### config.mk
export PLATFORM = sky130hd
export DESIGN_NAME = keypad_event_conditioner
export DESIGN_NICKNAME = d
export VERILOG_FILES = /design/src/rtl/keypad_pkg.sv /design/src/rtl/keypad_event_channel.sv /design/src/rtl/keypad_event_conditioner.sv
export SDC_FILE = /design/constraint.sdc
export NUM_CORES = 1
export LEC_CHECK = 0
export CAP_MARGIN = 30
export CORE_ASPECT_RATIO = 0.6
export CORE_MARGIN = 4
export CORE_UTILIZATION = 25
export DETAILED_ROUTE_END_ITERATION = 8
export SLEW_MARGIN = 20
export SYNTH_ARGS = -nofsm -noshare
export SYNTH_HDL_FRONTEND = slang
export SYNTH_SLANG_ARGS = --single-unit
### constraint.sdc
create_clock -name clk -period 1.8 [get_ports clk]
set_input_delay 0.36 -clock clk [delete_from_list [all_inputs] [get_ports clk]]
set_output_delay 0.36 -clock clk [all_outputs]
set_load 0.1 [all_outputs]
### src/rtl/keypad_pkg.sv
// Shared types and helpers for the keypad event conditioner and its per-key channels.
package keypad_pkg;

    typedef enum logic [1:0] {
        IDLE        = 2'd0,
        HELD_DELAY  = 2'd1,
        HELD_REPEAT = 2'd2
    } key_state_e;

    // Ceiling log2 that never returns less than 1, so single-value counters still get a bit.
    function automatic int clog2_min1(input int value);
        int w;
        w = 0;
        for (int i = 0; i < 31; i++) begin
            if ((1 << i) < value) begin
                w = i + 1;
            end
        end
        return (w < 1) ? 1 : w;
    endfunction

endpackage

### src/rtl/keypad_event_channel.sv
// One key: synchroniser, debounce counter and press/hold/auto-repeat state machine.
module keypad_event_channel
    import keypad_pkg::*;
#(
    parameter int SYNC_STAGES     = 2,
    parameter int DEBOUNCE_CYCLES = 4,
    parameter int REPEAT_DELAY    = 50,
    parameter int REPEAT_PERIOD   = 10
) (
    input  logic clk,
    input  logic rst_n,
    input  logic key_raw,
    input  logic repeat_en,
    output logic key_level,
    output logic press_pulse,
    output logic release_pulse,
    output logic repeat_pulse
);

    localparam int DB_W    = clog2_min1(DEBOUNCE_CYCLES);
    localparam int RPT_MAX = (REPEAT_DELAY > REPEAT_PERIOD) ? REPEAT_DELAY : REPEAT_PERIOD;
    localparam int RPT_W   = clog2_min1(RPT_MAX + 1);

    localparam logic [DB_W-1:0]  DB_LAST     = DB_W'(DEBOUNCE_CYCLES - 1);
    localparam logic [RPT_W-1:0] DELAY_LAST  = RPT_W'(REPEAT_DELAY - 1);
    localparam logic [RPT_W-1:0] PERIOD_LAST = RPT_W'(REPEAT_PERIOD - 1);

    logic [SYNC_STAGES-1:0] sync_q, sync_d;
    logic [DB_W-1:0]        db_cnt_q, db_cnt_d;
    logic                   level_q, level_d;
    logic                   press_q, press_d;
    logic                   release_q, release_d;
    logic                   repeat_q, repeat_d;
    key_state_e             state_q, state_d;
    logic [RPT_W-1:0]       rpt_cnt_q, rpt_cnt_d;
    logic                   synced;
    logic                   accept;

    assign synced = sync_q[SYNC_STAGES-1];

    always_comb begin
        sync_d    = {sync_q[SYNC_STAGES-2:0], key_raw};
        db_cnt_d  = '0;
        level_d   = level_q;
        accept    = 1'b0;
        state_d   = state_q;
        rpt_cnt_d = rpt_cnt_q;
        repeat_d  = 1'b0;

        // Any cycle where the synchronised line agrees with the level restarts the count.
        if (synced != level_q) begin
            if (db_cnt_q == DB_LAST) begin
                accept  = 1'b1;
                level_d = ~level_q;
            end else begin
                db_cnt_d = db_cnt_q + 1'b1;
            end
        end

        press_d   = accept & ~level_q;
        release_d = accept & level_q;

        case (state_q)
            IDLE: begin
                if (press_d) begin
                    state_d   = HELD_DELAY;
                    rpt_cnt_d = '0;
                end
            end
            HELD_DELAY: begin
                if (release_d) begin
                    state_d   = IDLE;
                    rpt_cnt_d = '0;
                end else if (rpt_cnt_q == DELAY_LAST) begin
                    repeat_d  = repeat_en;
                    state_d   = HELD_REPEAT;
                    rpt_cnt_d = '0;
                end else begin
                    rpt_cnt_d = rpt_cnt_q + 1'b1;
                end
            end
            HELD_REPEAT: begin
                if (release_d) begin
                    state_d   = IDLE;
                    rpt_cnt_d = '0;
                end else if (rpt_cnt_q == PERIOD_LAST) begin
                    // Slots keep advancing while gated so repeats resume on schedule.
                    repeat_d  = repeat_en;
                    rpt_cnt_d = '0;
                end else begin
                    rpt_cnt_d = rpt_cnt_q + 1'b1;
                end
            end
            default: begin
                state_d   = IDLE;
                rpt_cnt_d = '0;
            end
        endcase
    end

    always_ff @(posedge clk) begin
        if (!rst_n) begin
            sync_q    <= '0;
            db_cnt_q  <= '0;
            level_q   <= 1'b0;
            press_q   <= 1'b0;
            release_q <= 1'b0;
            repeat_q  <= 1'b0;
            state_q   <= IDLE;
            rpt_cnt_q <= '0;
        end else begin
            sync_q    <= sync_d;
            db_cnt_q  <= db_cnt_d;
            level_q   <= level_d;
            press_q   <= press_d;
            release_q <= release_d;
            repeat_q  <= repeat_d;
            state_q   <= state_d;
            rpt_cnt_q <= rpt_cnt_d;
        end
    end

    assign key_level     = level_q;
    assign press_pulse   = press_q;
    assign release_pulse = release_q;
    assign repeat_pulse  = repeat_q;

endmodule

### src/rtl/keypad_event_conditioner.sv
// Multi-key front end: one conditioning channel per key plus a registered lowest-index event encoder.
module keypad_event_conditioner
    import keypad_pkg::*;
#(
    parameter int N_KEYS          = 16,
    parameter int SYNC_STAGES     = 2,
    parameter int DEBOUNCE_CYCLES = 4,
    parameter int REPEAT_DELAY    = 50,
    parameter int REPEAT_PERIOD   = 10,
    parameter int CODE_W          = clog2_min1(N_KEYS)
) (
    input  logic              clk,
    input  logic              rst_n,
    input  logic [N_KEYS-1:0] key_raw,
    input  logic              repeat_en,
    output logic [N_KEYS-1:0] key_level,
    output logic [N_KEYS-1:0] press_pulse,
    output logic [N_KEYS-1:0] release_pulse,
    output logic [N_KEYS-1:0] repeat_pulse,
    output logic              event_valid,
    output logic [CODE_W-1:0] event_code
);

    logic [N_KEYS-1:0] event_any;
    logic              event_valid_q, event_valid_d;
    logic [CODE_W-1:0] event_code_q, event_code_d;

    generate
        for (genvar gi = 0; gi < N_KEYS; gi++) begin : g_chan
            keypad_event_channel #(
                .SYNC_STAGES    (SYNC_STAGES),
                .DEBOUNCE_CYCLES(DEBOUNCE_CYCLES),
                .REPEAT_DELAY   (REPEAT_DELAY),
                .REPEAT_PERIOD  (REPEAT_PERIOD)
            ) u_chan (
                .clk          (clk),
                .rst_n        (rst_n),
                .key_raw      (key_raw[gi]),
                .repeat_en    (repeat_en),
                .key_level    (key_level[gi]),
                .press_pulse  (press_pulse[gi]),
                .release_pulse(release_pulse[gi]),
                .repeat_pulse (repeat_pulse[gi])
            );
        end
    endgenerate

    assign event_any = press_pulse | repeat_pulse;

    // Scanning downward lets the lowest set index overwrite higher ones.
    always_comb begin
        event_valid_d = |event_any;
        event_code_d  = '0;
        for (int i = N_KEYS - 1; i >= 0; i--) begin
            if (event_any[i]) begin
                event_code_d = CODE_W'(i);
            end
        end
    end

    always_ff @(posedge clk) begin
        if (!rst_n) begin
            event_valid_q <= 1'b0;
            event_code_q  <= '0;
        end else begin
            event_valid_q <= event_valid_d;
            event_code_q  <= event_code_d;
        end
    end

    assign event_valid = event_valid_q;
    assign event_code  = event_code_q;

endmodule

==> results.json, run 1 <==
{
  "rsz0062_at_grt": "yes",
  "synthesis.nets": 1578,
  "finalPower_uw": 14500,
  "r2r-end": "g_chan[6].u_chan.rpt_cnt_q[0]$_SDFFE_PN0P_",
  "detail_route.wl_per_cell_um": 14.5,
  "num_rows": 64,
  "initial_utilization_pct": 25.4,
  "ant_nets": 0,
  "cap_viol_max_count": 0,
  "fin_crit_sh_pct": 98.2,
  "reg2reg_depth": 7,
  "synth_seq_share_pct": 40.1,
  "crit_type": "reg -> reg",
  "r2r_setup_slack_ps": 30,
  "gp_congestion": 0.863,
  "grt.met1_usage_pct": 14.9,
  "status": "finished clean",
  "drive_above_1_share_pct": 18.1,
  "portBuffers": 87,
  "finalNetCount": 1681
}
==> run 1: sequential cells by signal, summed over array words and instances, names as in the netlist <==
| register | cells |
|---|---|
| g_chan.u_chan.repeat_pulse | 16 |
| g_chan.u_chan.press_pulse | 16 |
| g_chan.u_chan.state_q | 32 |
| event_valid | 1 |
| g_chan.u_chan.release_pulse | 16 |
| g_chan.u_chan.rpt_cnt_q | 96 |
| g_chan.u_chan.sync_q | 32 |
| event_code | 4 |
| g_chan.u_chan.db_cnt_q | 32 |
| g_chan.u_chan.key_level | 16 |
==> run 1: layer usage <==
layer | part of all wire [%] | up-vias
li1 | - | 5362
met1 | 46 | 5143
met2 | 46 | 275
met3 | 4.7 | 66
met4 | 3.2 | 0
met5 | 0 | -
==> run 1: metrics by stage <==
stage	TNS, ps	std cells	hold slack (ps)	setup slack (ps)	area (sq um)
3_3_place_gp	-24.2	2219	412	-24.2	15500
5_1_grt	-202	2278	259	-58.3	16800
2_1_floorplan	0	1463	405	83.7	13000
4_1_cts	0	2269	216	0.323	16500
6_report	0	2278	246	32.3	16800
3_5_place_dp	-63.2	2219	417	-24.9	15500
==> run 1: where the power goes <==
part / internal (uW) / total, uW / switching [uW] / leakage [uW]
clock network: 3660 / 6120 / 2460 / 0.000481
logic: 901 / 2170 / 1270 / 0.00363
registers: 5990 / 6160 / 168 / 0.00212
==> run 1: cell type report <==
cell class | count | area share [%]
flip-flops and latches | 261 | 31.1
well taps | 693 | 5.15
repair buffers | 178 | 13.8
clock buffers | 40 | 4.97
clock inverters | 10 | 0.818
inverters | 69 | 1.55
multi-input cells | 1027 | 42.6
==> run 1: worst max-delay path, cell delays in order (launching register included) <==
cell and delay (ps):
dfxtp_2 320, inv_1 50, ha_1 130, or2b_4 290, o41ai_2 440, a2111oi_0 210, a21oi_1 160, nor2_1 50
==> run 1: cell families (layout without fill, tap and decap cells) <==
group	after synthesis	after routing	synth area share [%]
AND/OR/NAND/NOR	618	618	26.0
flip-flops	261	261	40.1
adder cells (fa/ha/maj)	96	96	9.21
buffers and inverters	175	297	6.91
XOR/XNOR	47	47	3.16
multiplexers	19	19	1.48
AND-OR/OR-AND	247	247	13.1
==> run 1: cell usage after synthesis (all sizes together) (20+ instances only) <==
master	n	area, sq um
xnor2	20	175
inv	68	255
o211ai	20	150
nand2	107	402
nand3	81	405
nor2	141	529
a21oi	47	235
nor3	31	155
ha	96	1200
xor2	27	236
and4b	23	230
nand3b	32	240
dfxtp	261	5230
and3	20	125
nor4b	20	175
o21ai	50	250
a211oi	26	205
buf	75	526
and2	45	282
clkbuf	31	116
==> run 1: repair_timing <==
| action | CTS | global route |
|---|---|---|
| endpoints found under the setup margin | 14 | 52 |
| gates resized | 6 | 64 |
| buffers inserted | 0 | 9 |
| pin swaps | 1 | 16 |
Figure 1. The metal 3 layer (run 1).
Scale: 2 px per um.
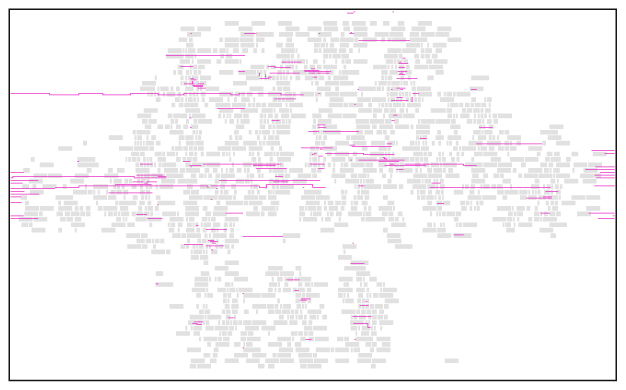
The layer holds 4.7% of the routed length. The wires run mostly horizontal. The longest straight run is 64.4 um.
routed vias: 10800
GR Util met3: 2.26%
final WL: 33.0 mm

Figure 2. M4 wires (run 1).
Scale: 1.5 px per um. Supply wires on this layer in grey.
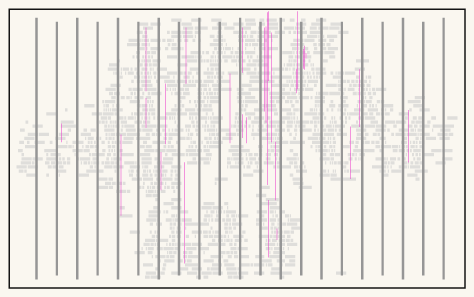
19 nets have wire on it. The wires run mostly vertical.

Figure 3. Ports around the boundary (run 1).
Scale: 1.5 px per um. Pins as bars across the die edge, other pins in grey.
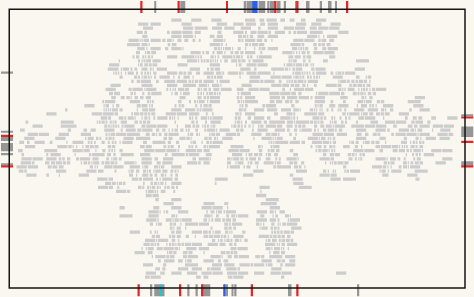
Key: `event_code` = blue [pins 4, direction output, edge 3 top, 1 bottom]; `repeat_en` = cyan [pins 1, direction input, edge bottom]; `key_level` = red [pins 16, direction output, edge 6 top, 5 bottom, 3 right, 2 left]
All pins by edge: 37 top, 28 bottom, 12 left, 11 right.

==> run 2, diff against run 1 <==
Settings changed: SYNTH_HIERARCHICAL from default to 1.
Figure 4. Sub-block map (run 2).
Scale: 1 px per um.
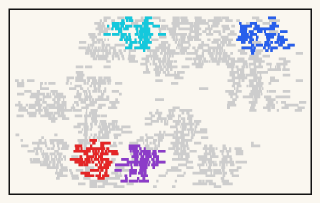
Key: `g_chan[4].u_chan` = blue [cells 83, where upper right]; `g_chan[6].u_chan` = cyan [cells 81, where top centre]; `g_chan[11].u_chan` = purple [cells 82, where bottom centre]; `g_chan[13].u_chan` = red [cells 84]
Another 1184 cells are not coloured.

==> run 2 against run 1 <==
Highest routed layer unchanged. Cell count shrank 3.6%. Sequential power shrank 0.6%. Wire length shrank 5.9%. Via count fell by 5.2%. Largest power group unchanged. Synthesized area fell by 1.6%. Total power decreased by 8.0%. Register-to-register slack better by 60 ps. Non-clock buffer count is 40 lower.
==> results.json, run 2 <==
{
  "status": "finished clean",
  "routed_wl_mm": 31.1,
  "ir_drop_uv": 601,
  "top_area_cell": "dfxtp_1",
  "yosys.area.top_type_share_pct": 40.7,
  "setup_slack_ps": 80.2,
  "cap_viol_max_count": 0,
  "portBuffers": 87,
  "path_buffers": 1,
  "critPathTopFamily": "flip-flops",
  "post_cts_buffers": 0,
  "top_cell": "dfxtp_1",
  "synth_seq_share_pct": 40.7,
  "initial_utilization_pct": 25.6,
  "clk_pin_slew_worst_paths_ps": 60,
  "crit_path_end_kind": "primary output",
  "detail_route.wl_per_cell_um": 14.1,
  "area_leaders": "dfxtp_1, ha_1, and3_1",
  "finalPower_uw": 13300,
  "path_cells": "buf_12",
  "ctsHoldBuffers": 0,
  "dr_total_vias": 10300,
  "whs_ps": 325,
  "finalNetCount": 1607,
  "fin_crit_sh_pct": 95.5,
  "dp.cells": 2143,
  "synthesis.nets": 1447,
  "ant_nets": 0,
  "top_register": "g_chan.u_chan/rpt_cnt_q",
  "num_rows": 63,
  "worst_pin_slew_ps": 469,
  "finalNonFillerCells": 2196,
  "gp_congestion": 0.826,
  "crit_path_top_delay_cell": "dfxtp_1",
  "crit_type": "reg -> out",
  "dpl_worst_slack_ps": 37.6
}
Figure 5. M4 wires (run 2).
Scale: 1.5 px per um. Supply wires on this layer in grey.
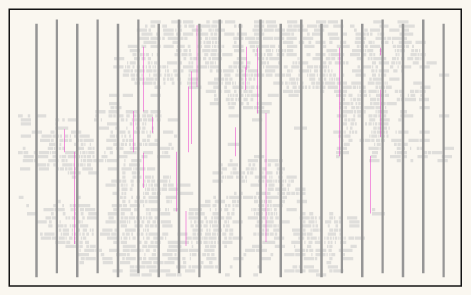
The wires run mostly vertical. The layer carries 699 um of wire. The layer holds 2.3% of the routed length.

## run 2: kinds of logic (layout without fill, tap and decap cells)
kind of cell,after synthesis,in the layout,synth area share (%)
adder cells (fa/ha/maj),96,96,9.37
multiplexers,16,16,1.25
buffers and inverters,89,271,2.61
XOR/XNOR,96,96,6.56
flip-flops,261,261,40.7
AND/OR/NAND/NOR,553,553,25.2
AND-OR/OR-AND,221,221,14.3
## run 2: layer usage
| metal | up-vias | track usage [%] | share of wire (%) |
|---|---|---|---|
| met1 | 4865 | 15.7 | 50 |
| met2 | 182 | 17.7 | 43 |
| li1 | 5188 | - | - |
| met3 | 51 | 1.89 | 3.9 |
| met4 | 0 | 2.41 | 2.2 |
| met5 | - | 0 | 0 |
## run 2: worst paths after layout
check,from,endpoint,slack (ps),depth (start not counted)
hold / removal,rst_n,g_chan[4].u_chan/rpt_cnt_q[1]$_SDFFE_PN0P_,330,3
hold reg to reg,g_chan[6].u_chan/db_cnt_q[0]$_SDFF_PP0_,g_chan[6].u_chan/db_cnt_q[0]$_SDFF_PP0_,420,1
setup reg to reg,g_chan[1].u_chan/rpt_cnt_q[1]$_SDFFE_PN0P_,g_chan[1].u_chan/rpt_cnt_q[1]$_SDFFE_PN0P_,90,7
setup / recovery,g_chan[2].u_chan/press_pulse$_SDFF_PN0_,press_pulse[2],80,1
## run 2: layout make-up
cell class	count	share of cell area, %
multi-input cells	982	44.0
flip-flops and latches	261	31.5
repair buffers	138	11.9
well taps	682	5.12
clock buffers	34	4.70
inverters	80	1.80
clock inverters	19	1.04
## run 2: report_power, final
part / internal (uW) / switching [uW] / total (uW) / leakage, uW
registers: 5940 / 175 / 6120 / 0.00212
logic: 527 / 721 / 1250 / 0.00383
clock network: 3410 / 2510 / 5920 / 0.000464
## run 2: stage by stage
| step | setup TNS, ps | instance area [sq um] |
|---|---|---|
| after floorplan | 0 | 12800 |
| after global placement | 0 | 15600 |
| after detailed placement | 0 | 15600 |
| after CTS | 0 | 16600 |
| after global routing | -33.0 | 16700 |
| final | 0 | 16700 |
==> run 3, diff against run 2 <==
Clock period 1.8 ns to 1.71 ns, I/O delays scaled along.
Figure 6. Ports around the boundary (run 3).
Scale: 1.5 px per um. Pins as bars across the die edge, other pins in grey.
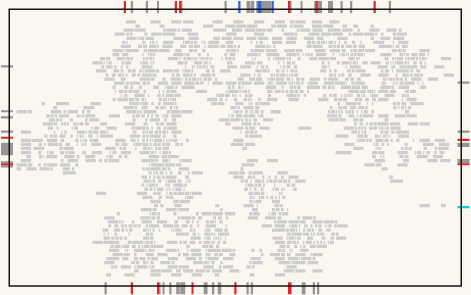
Key: `event_code` = blue [pins 4, direction output, edge top]; `key_level` = red [pins 16, direction output, edge 6 top, 6 bottom, 2 left, 2 right]; `repeat_en` = cyan [pins 1, direction input, edge right]
All pins by edge: 39 top, 26 bottom, 14 left, 9 right.
die width: 300 um
chip height: 183 um

==> run 3 against run 2 <==
Die size unchanged. Critical path depth unchanged. Sequential power grew 5.1%. Setup slack gained 0.94 ps. Clock skew fell by 4.2 ps. Sequential share of layout area shrank 0.66 points. Via count grew 1.0%. Critical path type unchanged.
==> results.json, run 3 <==
{
  "status": "finished clean",
  "p_int_uw": 10600,
  "p_sw_uw": 3560,
  "finalNonFillerCells": 2230,
  "top_area_cell": "dfxtp_1",
  "setup_slack_ps": 81.1,
  "ctsHoldBuffers": 0,
  "dp.cells": 2177,
  "sw_frac_of_total_pct": 25.0,
  "path_buffers": 1,
  "worst_pin_slew_ps": 399,
  "power_frac_seq_pct": 45.3,
  "dr_total_vias": 10400,
  "detail_route.wl_per_cell_um": 14.3,
  "area_leaders": "dfxtp_1, ha_1, and3_1",
  "top_register": "g_chan.u_chan/rpt_cnt_q",
  "cap_viol_max_count": 0,
  "power_frac_comb_pct": 9.9,
  "clk_pin_slew_worst_paths_ps": 60,
  "synthesis.nets": 1447,
  "clkPwrFrac_pct": 44.9,
  "routed_wl_mm": 32.0,
  "gp_congestion": 0.854,
  "yosys.area.top_type_share_pct": 40.7,
  "synth_seq_share_pct": 40.7,
  "ant_nets": 0,
  "num_rows": 63,
  "top_cell": "dfxtp_1",
  "crit_path_end_kind": "primary output",
  "path_cells": "buf_12",
  "dpl_worst_slack_ps": 51.6,
  "fin_crit_sh_pct": 95.3,
  "crit_path_top_delay_cell": "dfxtp_1",
  "initial_utilization_pct": 25.6
}
Figure 7. M4 wires (run 3).
Scale: 1.5 px per um. Supply wires on this layer in grey.
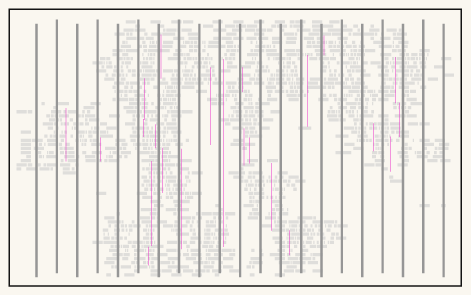
The longest straight run is 125 um. The layer carries 752 um of wire.

## run 3: power by group through the flow
stage                     clock network (uW)  logic [uW]  registers, uW
final                                   6370        1400           6430
after CTS                               6640        1320           6430
after detailed placement                   0        1310           6560
after global placement                     0        1280           6550
after floorplan                            0         920           6530
after global routing                    6880        1570           6450
## run 3: repair_timing
action | in CTS | in global routing
gates resized | 4 | 34
endpoints found under the setup margin | 4 | 87
pin swaps | 0 | 2
buffers inserted | 0 | 2
## run 3: worst paths after layout
check                                                         startpoint                                       end  slack (ps)  cells after the start
worst min-delay path                                               rst_n     g_chan[0].u_chan/sync_q[1]$_SDFF_PN0_          90                      2
worst min register to register  g_chan[15].u_chan/db_cnt_q[0]$_SDFF_PP0_  g_chan[15].u_chan/db_cnt_q[0]$_SDFF_PP0_         430                      1
worst max-delay path             g_chan[1].u_chan/press_pulse$_SDFF_PN0_                            press_pulse[1]          80                      1
worst max register to register  g_chan[3].u_chan/state_q[0]$_SDFFE_PN0P_  g_chan[3].u_chan/state_q[0]$_SDFFE_PN0P_          90                      6
## run 3: area by class of cell
class	instances	area share, %
Sequential cell	261	30.8
Timing Repair Buffer	174	13.1
Clock inverter	9	0.644
Tap cell	682	4.99
Clock buffer	42	5.06
Multi-Input combinational cell	982	43.6
Inverter	80	1.76
## run 3: kinds of logic (layout without fill, tap and decap cells)
kind of cell | Yosys count | after routing | share of synthesized area (%)
xor+xnor | 96 | 96 | 6.56
simple gates | 553 | 553 | 25.2
fa+ha+maj | 96 | 96 | 9.37
compound gates | 221 | 221 | 14.3
flops | 261 | 261 | 40.7
buf+inv | 89 | 305 | 2.61
mux | 16 | 16 | 1.25
## run 3: routing by layer
layer  share of wire [%]  global-route usage (%)
met4                 2.4                    2.73
met5                   0                       0
met2                  45                    18.2
met3                 4.3                    2.23
met1                  49                    15.3
## run 3: through the flow
stage | hold slack (ps) | util (%) | total power [uW] | cell area [sq um] | setup TNS (ps)
floorplan | 405 | - | 7450 | 12900 | 0
global placement | 410 | 31.8 | 7830 | 15900 | 0
detailed placement | 418 | 31.8 | 7870 | 15900 | 0
CTS | 54.3 | 33.7 | 14400 | 16900 | 0
global route | 73.7 | 34.2 | 14900 | 17100 | -26.6
finish | 91.3 | 34.2 | 14200 | 17100 | 0
No activity file was given, so power comes from the tool's default toggle rates.
